$ cat config.mk
export PLATFORM = sky130hd
export DESIGN_NAME = stopwatch_counter
export DESIGN_NICKNAME = d
export VERILOG_FILES = /design/src/rtl/stopwatch_counter.sv
export SDC_FILE = /design/constraint.sdc
export NUM_CORES = 1
export LEC_CHECK = 0
export ABC_AREA = 0
export CAP_MARGIN = 20
export CORE_MARGIN = 1.5
export CORE_UTILIZATION = 55
export DETAILED_ROUTE_END_ITERATION = 10
export PLACE_DENSITY = 0.84
export SLEW_MARGIN = 5
export SYNTH_ARGS = -nofsm -noshare
export SYNTH_HDL_FRONTEND = slang
export SYNTH_SLANG_ARGS = --single-unit
$ cat constraint.sdc
create_clock -name clock -period 3.1 [get_ports clock]
set_clock_uncertainty 0.1 [all_clocks]
set_input_delay 0.62 -clock clock [delete_from_list [all_inputs] [get_ports clock]]
set_output_delay 0.62 -clock clock [all_outputs]
set_load 0.01 [all_outputs]
$ cat src/rtl/stopwatch_counter.sv
// -----------------------------------------------------------------------------
// stopwatch_counter
//
// Minutes:seconds stopwatch with start/pause and clear push buttons.
// Buttons are synchronised and edge-detected into one-cycle press pulses
// that drive an IDLE/RUN/PAUSE controller. A prescaler divides the clock
// down to one tick per second while running; each tick advances a
// 00:00..99:59 count that wraps with a one-cycle rollover pulse.
//
// Ports
//   clock           system clock, all state changes on its rising edge
//   reset           synchronous, active-high reset
//   btn_start_stop  raw start/pause button (asynchronous, active-high)
//   btn_clear       raw clear button (asynchronous, active-high)
//   minutes[6:0]    elapsed minutes, 0..99
//   seconds[6:0]    elapsed seconds, 0..59
//   running         high while counting
//   rollover        one-cycle pulse when the count wraps 99:59 -> 00:00
// -----------------------------------------------------------------------------
module stopwatch_counter #(
  parameter int unsigned TICK_DIV = 50000000
) (
  input  logic       clock,
  input  logic       reset,
  input  logic       btn_start_stop,
  input  logic       btn_clear,
  output logic [6:0] minutes,
  output logic [6:0] seconds,
  output logic       running,
  output logic       rollover
);

  localparam int unsigned     PW        = $clog2(TICK_DIV);
  localparam logic [PW-1:0]   PRESC_MAX = PW'(TICK_DIV - 1);
  localparam logic [6:0]      SEC_MAX   = 7'd59;
  localparam logic [6:0]      MIN_MAX   = 7'd99;

  typedef enum logic [1:0] {
    ST_IDLE,
    ST_RUN,
    ST_PAUSE
  } state_e;

  // ---------------------------------------------------------------------------
  // Button conditioning
  // ---------------------------------------------------------------------------
  logic [1:0] ss_sync_q;
  logic [1:0] clr_sync_q;
  logic       ss_hist_q;
  logic       clr_hist_q;
  logic [1:0] fill_q;
  logic       ss_pulse;
  logic       clr_pulse;

  // The synchronisers come out of reset holding 0, which is not a real
  // button level. fill_q keeps the history flops at 1 until the first
  // genuinely sampled level reaches the end of the synchroniser, so a
  // button held through reset release never looks like a fresh press.
  always_ff @(posedge clock) begin
    if (reset) begin
      ss_sync_q  <= '0;
      clr_sync_q <= '0;
      ss_hist_q  <= 1'b1;
      clr_hist_q <= 1'b1;
      fill_q     <= '0;
    end else begin
      ss_sync_q  <= {ss_sync_q[0], btn_start_stop};
      clr_sync_q <= {clr_sync_q[0], btn_clear};
      ss_hist_q  <= fill_q[1] ? ss_sync_q[1]  : 1'b1;
      clr_hist_q <= fill_q[1] ? clr_sync_q[1] : 1'b1;
      fill_q     <= {fill_q[0], 1'b1};
    end
  end

  assign ss_pulse  = ss_sync_q[1]  & ~ss_hist_q;
  assign clr_pulse = clr_sync_q[1] & ~clr_hist_q;

  // ---------------------------------------------------------------------------
  // Controller and count datapath
  // ---------------------------------------------------------------------------
  state_e        state_q,  state_d;
  logic [PW-1:0] presc_q,  presc_d;
  logic [6:0]    sec_q,    sec_d;
  logic [6:0]    min_q,    min_d;
  logic          roll_q,   roll_d;
  logic          tick;

  always_ff @(posedge clock) begin
    if (reset) begin
      state_q <= ST_IDLE;
      presc_q <= '0;
      sec_q   <= '0;
      min_q   <= '0;
      roll_q  <= 1'b0;
    end else begin
      state_q <= state_d;
      presc_q <= presc_d;
      sec_q   <= sec_d;
      min_q   <= min_d;
      roll_q  <= roll_d;
    end
  end

  assign tick = (state_q == ST_RUN) && (presc_q == PRESC_MAX);

  // The tick is applied first and the button transition second, so a
  // start/stop press that coincides with a tick still lets that second
  // count. Clear is applied last so it overrides everything.
  always_comb begin
    state_d = state_q;
    presc_d = presc_q;
    sec_d   = sec_q;
    min_d   = min_q;
    roll_d  = 1'b0;

    if (state_q == ST_RUN) begin
      presc_d = tick ? '0 : presc_q + 1'b1;
    end

    if (tick) begin
      if (sec_q == SEC_MAX) begin
        sec_d = '0;
        if (min_q == MIN_MAX) begin
          min_d  = '0;
          roll_d = 1'b1;
        end else begin
          min_d = min_q + 7'd1;
        end
      end else begin
        sec_d = sec_q + 7'd1;
      end
    end

    unique case (state_q)
      ST_IDLE:  if (ss_pulse) state_d = ST_RUN;
      ST_RUN:   if (ss_pulse) state_d = ST_PAUSE;
      ST_PAUSE: if (ss_pulse) state_d = ST_RUN;
      default:  state_d = ST_IDLE;
    endcase

    if (clr_pulse) begin
      state_d = ST_IDLE;
      presc_d = '0;
      sec_d   = '0;
      min_d   = '0;
      roll_d  = 1'b0;
    end
  end

  assign minutes  = min_q;
  assign seconds  = sec_q;
  assign running  = (state_q == ST_RUN);
  assign rollover = roll_q;

endmodule

==> summary.txt <==
impl run done, here's what came out: WP buf/inv=0, outcome=completed, final period demand of the worst path=2500 ps, Max rail drop VDD=0.000239 V, fraction of area in multi-input gates=46.3%, Max power group=registers, largest class=combinational gates, most used logic cell in the final layout=dfxtp_1, Tot Pwr=1.03 mW, WL/cell=13.2 µm, IO Port Bufs=19, hold worst-path end=clr_hist_q$_SDFF_PP1_, # diodes=0, Basic Gates by Area=32.1%, pins over their slew limit=0, Synth Seq Share=44.4%, I/O pin count=20, clk slew on worst S/H paths=80 ps, DR pass1 iterations=5, Layout Utilization=65.3%, # Cells Yosys=260, initial DRC count=133, GRT met2 Usage=31.3%, final hold slack=318 ps, Placer Congestion=0.795, clock-cell share of area=2.78%, metal2 WL=1.88 mm, routed wl met3=211 µm, post-synthesis compound-gate area fraction=8.48%, DP Worst Slack=582 ps, Final WS setup=600 ps, Adder Share, Synth=1.63%, CTS Hold Buffers Added=0, Worst path depth=6, most frequent cell after synthesis=dfxtp_1, Slew HR=49.0%, Final period util=80.7%, Crit path required time=3210 ps, Seq/total area=39.1%, CP max stage cell=or4_4, core area=4000 µm², # Max-Cap Violations=0, root buf cell=clkbuf_8, Die Span Y=67.7 µm, Post-Synthesis Cells=260, crit path to=minutes[5]$_SDFFE_PP0P_, n_taps=50, highest routed layer=met4, max reg flops=26, Slew @ Worst Pin=759 ps, setup TNS=0 ps, Reg power frac=64.2%, R2R Setup Slk=600 ps, die width=67.7 µm, Worst EP arrival=2610 ps, Fillers=351, chip area=4580 µm², Largest stage delay, worst path=610 ps, most common library cells after synthesis=dfxtp_1, nor2_1, nand2_1, xnor2_1, xor2_1, Crit Path Max Fanout=16, dpl hpwl=3.10 mm, final hold viol count=0, most frequent cells in the layout=dfxtp_1, nor2_1, nand2_1, crit path from=presc_q[0]$_SDFFE_PP0N_, CTS tree=done
placement_by_type.png
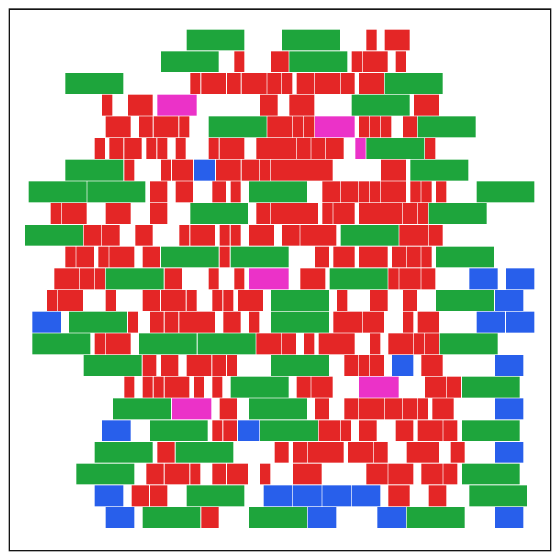
color	class	cells
green	flops	51
blue	other buffers and delay cells	22
magenta	clock drivers and dummy loads	6
red	combinational and other logic	202

clk_routes.png
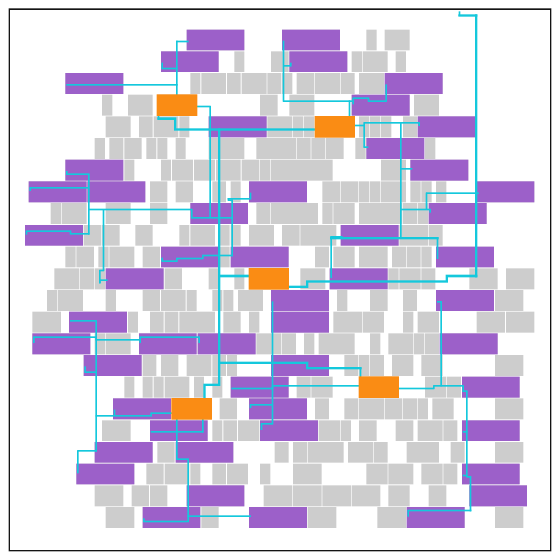
[orange] clock drivers | count: 5
[cyan] clock wires | length: 558 µm
[purple] flip-flops | count: 51
flops lie	widely spread
routed clock nets	6
Worst-Skew Late Latency: 300 ps
clk pwr: 0.346 mW

clocks.png
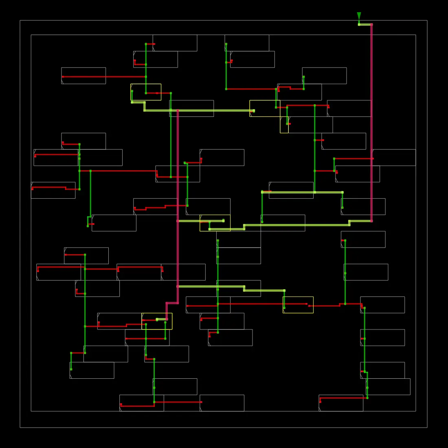
cts bufs inserted: 5
final-layout clock buffer total: 6
registers: 51
clk sinks: 51

Power and IR drop assume default switching activity.
